$ cat src/rtl/sync_fifo_pkg.sv
// Shared helpers for sync_fifo: width functions, wrapping pointer increment
// and the registered status-flag bundle.
package sync_fifo_pkg;

   typedef struct packed {
      logic full;
      logic empty;
      logic almost_full;
      logic almost_empty;
   } fifo_flags_t;

   function automatic int ptr_width(input int depth);
      return (depth > 1) ? $clog2(depth) : 1;
   endfunction

   function automatic int cnt_width(input int depth);
      return $clog2(depth + 1);
   endfunction

   // Depth need not be a power of two, so the wrap is an explicit compare.
   function automatic int unsigned next_ptr(input int unsigned ptr, input int unsigned depth);
      return (ptr == depth - 32'd1) ? 32'd0 : ptr + 32'd1;
   endfunction

endpackage

$ cat src/rtl/sync_fifo_if.sv
// Handshake/data bundle between a sync_fifo and its user.
interface sync_fifo_if
   import sync_fifo_pkg::*;
#(
   parameter int DATA_WIDTH = 8,
   parameter int DEPTH      = 45
);
   localparam int CNT_W = cnt_width(DEPTH);

   logic                  flush;
   logic                  w_en;
   logic [DATA_WIDTH-1:0] data_in;
   logic                  r_en;
   logic [DATA_WIDTH-1:0] data_out;
   logic                  full;
   logic                  empty;
   logic                  almost_full;
   logic                  almost_empty;
   logic [CNT_W-1:0]      count;
   logic                  overflow;
   logic                  underflow;

   modport master (
      output flush, w_en, data_in, r_en,
      input  data_out, full, empty, almost_full, almost_empty, count, overflow, underflow
   );

   modport slave (
      input  flush, w_en, data_in, r_en,
      output data_out, full, empty, almost_full, almost_empty, count, overflow, underflow
   );

endinterface

$ cat src/rtl/fifo_ram.sv
// DEPTH x DATA_WIDTH simple dual-port storage: one write port, one registered
// read port. Contents are deliberately not reset.
module fifo_ram #(
   parameter int DATA_WIDTH = 8,
   parameter int DEPTH      = 45,
   parameter int ADDR_W     = 6
) (
   input  logic                  clk,
   input  logic                  we,
   input  logic [ADDR_W-1:0]     waddr,
   input  logic [DATA_WIDTH-1:0] wdata,
   input  logic                  re,
   input  logic [ADDR_W-1:0]     raddr,
   output logic [DATA_WIDTH-1:0] rdata
);

   logic [DATA_WIDTH-1:0] mem [DEPTH];

   always_ff @(posedge clk) begin
      if (we) begin
         mem[waddr] <= wdata;
      end
      if (re) begin
         rdata <= mem[raddr];
      end
   end

endmodule

$ cat src/rtl/sync_fifo.sv
// Single-clock FIFO with arbitrary depth, occupancy count, threshold flags and
// sticky error flags. Define SYNC_FIFO_FWFT_EN for first-word-fall-through reads.
module sync_fifo
   import sync_fifo_pkg::*;
#(
   parameter int DATA_WIDTH = 8,
   parameter int DEPTH      = 45,
   parameter int AF_LEVEL   = DEPTH - 4,
   parameter int AE_LEVEL   = 4
) (
   input logic        clk,
   input logic        arstn,
   sync_fifo_if.slave fifo
);

   localparam int PTR_W = ptr_width(DEPTH);
   localparam int CNT_W = cnt_width(DEPTH);

   localparam logic [CNT_W-1:0] CNT_FULL = CNT_W'(DEPTH);
   localparam logic [CNT_W-1:0] CNT_AF   = CNT_W'(AF_LEVEL);
   localparam logic [CNT_W-1:0] CNT_AE   = CNT_W'(AE_LEVEL);

   logic [PTR_W-1:0]      w_ptr_q, w_ptr_nxt;
   logic [PTR_W-1:0]      r_ptr_q, r_ptr_nxt;
   logic [CNT_W-1:0]      count_q, count_nxt;
   fifo_flags_t           flags_q, flags_nxt;
   logic                  overflow_q, overflow_nxt;
   logic                  underflow_q, underflow_nxt;
   logic                  out_valid_q, out_valid_nxt;
   logic                  empty_nxt;
   logic                  wr_acc;
   logic                  rd_acc;
   logic                  ram_re;
   logic [DATA_WIDTH-1:0] ram_q;

   // Requests are judged against the registered flags; flush overrides both.
   always_comb begin
      wr_acc        = !fifo.flush && fifo.w_en && !flags_q.full;
      rd_acc        = !fifo.flush && fifo.r_en && !flags_q.empty;
      overflow_nxt  = overflow_q;
      underflow_nxt = underflow_q;
      if (fifo.flush) begin
         overflow_nxt  = 1'b0;
         underflow_nxt = 1'b0;
      end else begin
         if (fifo.w_en && flags_q.full) begin
            overflow_nxt = 1'b1;
         end
         if (fifo.r_en && flags_q.empty) begin
            underflow_nxt = 1'b1;
         end
      end
   end

   always_comb begin
      count_nxt = count_q;
      if (fifo.flush) begin
         count_nxt = '0;
      end else if (wr_acc && !rd_acc) begin
         count_nxt = count_q + 1'b1;
      end else if (rd_acc && !wr_acc) begin
         count_nxt = count_q - 1'b1;
      end
   end

   always_comb begin
      w_ptr_nxt = w_ptr_q;
      r_ptr_nxt = r_ptr_q;
      if (fifo.flush) begin
         w_ptr_nxt = '0;
         r_ptr_nxt = '0;
      end else begin
         if (wr_acc) begin
            w_ptr_nxt = PTR_W'(next_ptr(32'(w_ptr_q), DEPTH));
         end
         if (ram_re) begin
            r_ptr_nxt = PTR_W'(next_ptr(32'(r_ptr_q), DEPTH));
         end
      end
   end

`ifdef SYNC_FIFO_FWFT_EN
   // The RAM read register doubles as the head-word register. ram_cnt tracks
   // words still in the array; empty means the head register holds nothing.
   logic [CNT_W-1:0] ram_cnt_q, ram_cnt_nxt;

   always_comb begin
      ram_re      = !fifo.flush && (ram_cnt_q != '0) && (!out_valid_q || rd_acc);
      ram_cnt_nxt = ram_cnt_q;
      if (fifo.flush) begin
         ram_cnt_nxt = '0;
      end else if (wr_acc && !ram_re) begin
         ram_cnt_nxt = ram_cnt_q + 1'b1;
      end else if (ram_re && !wr_acc) begin
         ram_cnt_nxt = ram_cnt_q - 1'b1;
      end

      out_valid_nxt = out_valid_q;
      if (fifo.flush) begin
         out_valid_nxt = 1'b0;
      end else if (ram_re) begin
         out_valid_nxt = 1'b1;
      end else if (rd_acc) begin
         out_valid_nxt = 1'b0;
      end
      empty_nxt = !out_valid_nxt;
   end

   always_ff @(posedge clk or negedge arstn) begin
      if (!arstn) begin
         ram_cnt_q <= '0;
      end else begin
         ram_cnt_q <= ram_cnt_nxt;
      end
   end
`else
   // Standard mode: out_valid only masks data_out to zero until the first read
   // after reset or flush, since the RAM read register itself is never reset.
   always_comb begin
      ram_re        = rd_acc;
      out_valid_nxt = fifo.flush ? 1'b0 : (out_valid_q || rd_acc);
      empty_nxt     = (count_nxt == '0);
   end
`endif

   always_comb begin
      flags_nxt.full         = (count_nxt == CNT_FULL);
      flags_nxt.empty        = empty_nxt;
      flags_nxt.almost_full  = (count_nxt >= CNT_AF);
      flags_nxt.almost_empty = (count_nxt <= CNT_AE);
   end

   always_ff @(posedge clk or negedge arstn) begin
      if (!arstn) begin
         w_ptr_q     <= '0;
         r_ptr_q     <= '0;
         count_q     <= '0;
         flags_q     <= '{full: 1'b0, empty: 1'b1, almost_full: 1'b0, almost_empty: 1'b1};
         overflow_q  <= 1'b0;
         underflow_q <= 1'b0;
         out_valid_q <= 1'b0;
      end else begin
         w_ptr_q     <= w_ptr_nxt;
         r_ptr_q     <= r_ptr_nxt;
         count_q     <= count_nxt;
         flags_q     <= flags_nxt;
         overflow_q  <= overflow_nxt;
         underflow_q <= underflow_nxt;
         out_valid_q <= out_valid_nxt;
      end
   end

   fifo_ram #(
      .DATA_WIDTH (DATA_WIDTH),
      .DEPTH      (DEPTH),
      .ADDR_W     (PTR_W)
   ) u_ram (
      .clk   (clk),
      .we    (wr_acc),
      .waddr (w_ptr_q),
      .wdata (fifo.data_in),
      .re    (ram_re),
      .raddr (r_ptr_q),
      .rdata (ram_q)
   );

   assign fifo.data_out     = out_valid_q ? ram_q : '0;
   assign fifo.full         = flags_q.full;
   assign fifo.empty        = flags_q.empty;
   assign fifo.almost_full  = flags_q.almost_full;
   assign fifo.almost_empty = flags_q.almost_empty;
   assign fifo.count        = count_q;
   assign fifo.overflow     = overflow_q;
   assign fifo.underflow    = underflow_q;

endmodule

$ cat src/flat_wrapper.sv
// flat-port wrapper written by rule: the top's interface ports become plain ports
module sync_fifo_flat import sync_fifo_pkg::*;
#(
   parameter int DATA_WIDTH = 8,
   parameter int DEPTH      = 45,
   parameter int AF_LEVEL   = DEPTH - 4,
   parameter int AE_LEVEL   = 4
)
  (clk, arstn, fifo_flush, fifo_w_en, fifo_data_in, fifo_r_en, fifo_data_out, fifo_full, fifo_empty, fifo_almost_full, fifo_almost_empty, fifo_count, fifo_overflow, fifo_underflow);
  sync_fifo_if #(.DATA_WIDTH(DATA_WIDTH), .DEPTH(DEPTH)) fifo_i ();
  input logic clk;
  input logic arstn;
  input wire logic [$bits(fifo_i.flush)-1:0] fifo_flush;
  input wire logic [$bits(fifo_i.w_en)-1:0] fifo_w_en;
  input wire logic [$bits(fifo_i.data_in)-1:0] fifo_data_in;
  input wire logic [$bits(fifo_i.r_en)-1:0] fifo_r_en;
  output wire logic [$bits(fifo_i.data_out)-1:0] fifo_data_out;
  output wire logic [$bits(fifo_i.full)-1:0] fifo_full;
  output wire logic [$bits(fifo_i.empty)-1:0] fifo_empty;
  output wire logic [$bits(fifo_i.almost_full)-1:0] fifo_almost_full;
  output wire logic [$bits(fifo_i.almost_empty)-1:0] fifo_almost_empty;
  output wire logic [$bits(fifo_i.count)-1:0] fifo_count;
  output wire logic [$bits(fifo_i.overflow)-1:0] fifo_overflow;
  output wire logic [$bits(fifo_i.underflow)-1:0] fifo_underflow;
  assign fifo_i.flush = fifo_flush;
  assign fifo_i.w_en = fifo_w_en;
  assign fifo_i.data_in = fifo_data_in;
  assign fifo_i.r_en = fifo_r_en;
  assign fifo_data_out = fifo_i.data_out;
  assign fifo_full = fifo_i.full;
  assign fifo_empty = fifo_i.empty;
  assign fifo_almost_full = fifo_i.almost_full;
  assign fifo_almost_empty = fifo_i.almost_empty;
  assign fifo_count = fifo_i.count;
  assign fifo_overflow = fifo_i.overflow;
  assign fifo_underflow = fifo_i.underflow;
  sync_fifo #(.DATA_WIDTH(DATA_WIDTH), .DEPTH(DEPTH), .AF_LEVEL(AF_LEVEL), .AE_LEVEL(AE_LEVEL)) u_core (.clk(clk), .arstn(arstn), .fifo(fifo_i));
endmodule
$ cat config.mk
export PLATFORM = sky130hd
export DESIGN_NAME = sync_fifo_flat
export DESIGN_NICKNAME = d
export VERILOG_FILES = /design/src/rtl/sync_fifo_pkg.sv /design/src/rtl/sync_fifo_if.sv /design/src/rtl/fifo_ram.sv /design/src/rtl/sync_fifo.sv /design/src/flat_wrapper.sv
export SDC_FILE = /design/constraint.sdc
export NUM_CORES = 1
export LEC_CHECK = 0
export CAP_MARGIN = 40
export CORE_ASPECT_RATIO = 1.25
export CORE_MARGIN = 1
export CORE_UTILIZATION = 55
export DETAILED_ROUTE_END_ITERATION = 10
export GPL_ROUTABILITY_DRIVEN = 1
export PLACE_DENSITY = 0.8
export SETUP_SLACK_MARGIN = 0.05
export SKIP_LAST_GASP = 1
export SYNTH_ARGS = -nofsm -noshare
export SYNTH_HDL_FRONTEND = slang
export SYNTH_SLANG_ARGS = --single-unit
$ cat constraint.sdc
create_clock -name clk -period 2.55 [get_ports clk]
set_clock_uncertainty 0.15 [all_clocks]
set_input_delay 0.6375 -clock clk [delete_from_list [all_inputs] [get_ports clk]]
set_output_delay 0.6375 -clock clk [all_outputs]
set_load 0.02 [all_outputs]
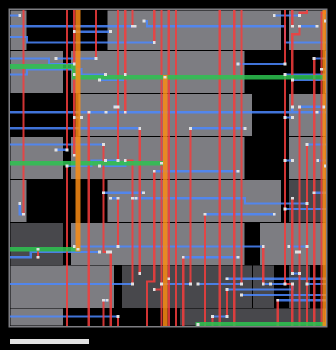
Fig. 1. Layout detail.
The bar under the picture is 5 µm long. Region (67, 124) to (87, 144) µm. Cells in gray, sequential cells in the stronger gray; small squares are vias.
- blue: M1
- red: M2
- green: M3
- orange: M4
- netlist names of flops here include: `u_core.u_ram.mem` (7)
- cells with their middle in the window: 11
- sequential cells in the window: 7
- most frequent: edfxtp_1 (7)

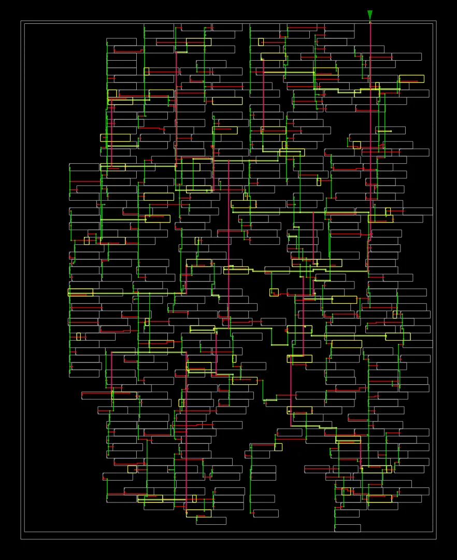
Fig. 2. Clock wiring as the flow saved it.
Power Clock: 5330 µW
CTS Buf Count: 35
clock sink total: 393
clkbuf count: 41

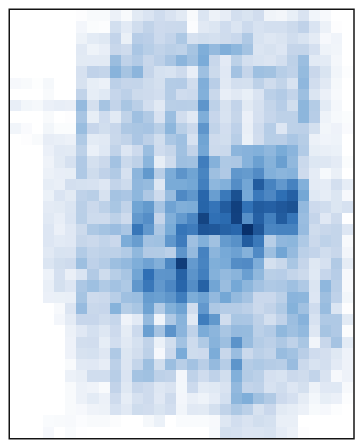
Fig. 3. Wire density map.
The die is cut into 31 by 38 equal tiles; white is low, dark blue is high, scaled to the fullest tile. Values are wire area over tile area, all layers added.
- fullest tile: 0.86
- densest ninth of the die: center
- emptiest ninth of the die: lower left
- tiles over half the peak: 11%
- mean over tiles: 0.21
- nearly empty tiles: 17%

==> impl_metrics.env <==
# flow metrics
export IMPL_outcome="complete, but fails checks"
export IMPL_violations="setup timing"
export IMPL_end_kind="flop"
export IMPL_firstDrtPassIters=7
export IMPL_synthMuxAreaShare_pct=13.4
export IMPL_synth_area_per_cell_um2=18.0
export IMPL_use_met3_pct=4.33
export IMPL_finalCoreUtilization_pct=66.6
export IMPL_grt_max_degree=46
export IMPL_seq_area_share_pct=61.9
export IMPL_fmax_ghz=0.387
export IMPL_r2r_end="u_core.u_ram.rdata[4]"
export IMPL_top_cells_by_area="edfxtp_1, mux4_2, dfrtp_1"
export IMPL_warnings=32
export IMPL_wl_met3_um=2900
export IMPL_buf_share_pct=8.64
export IMPL_synth_largest_area_cell="edfxtp_1"
export IMPL_setup_viol=1
export IMPL_fin_ws_ps=-33.6
export IMPL_grt_pass1_vias=8840
export IMPL_endpoint="u_core.u_ram.rdata[4]"
export IMPL_largest_reg_flops=360
export IMPL_cts_resized=10
power by group through the flow:
stage | logic [µW] | registers, µW | clock network (µW)
after global placement | 1690 | 7380 | 0
after global routing | 1970 | 7250 | 5620
after floorplan | 977 | 7400 | 0
after detailed placement | 1730 | 7390 | 0
after CTS | 1820 | 7240 | 5360
final | 1890 | 7240 | 5330
layout by cell type, fill, tap and decap left out, drive strengths merged, types with 8 or more instances in the layout:
master / count
nor2: 84
nand2: 34
dlymetal6s2s: 8
buf: 150
o22ai: 10
edfxtp: 368
mux2i: 38
clkbuf: 41
inv: 10
mux4: 72
and2: 10
dfrtp: 23
clkdlybuf4s50: 23
o21ai: 21
a211oi: 22
nand3: 10
clkinv: 14
a21oi: 31
nor2b: 20
nor3: 16
No activity file was given, so power comes from the tool's default toggle rates.
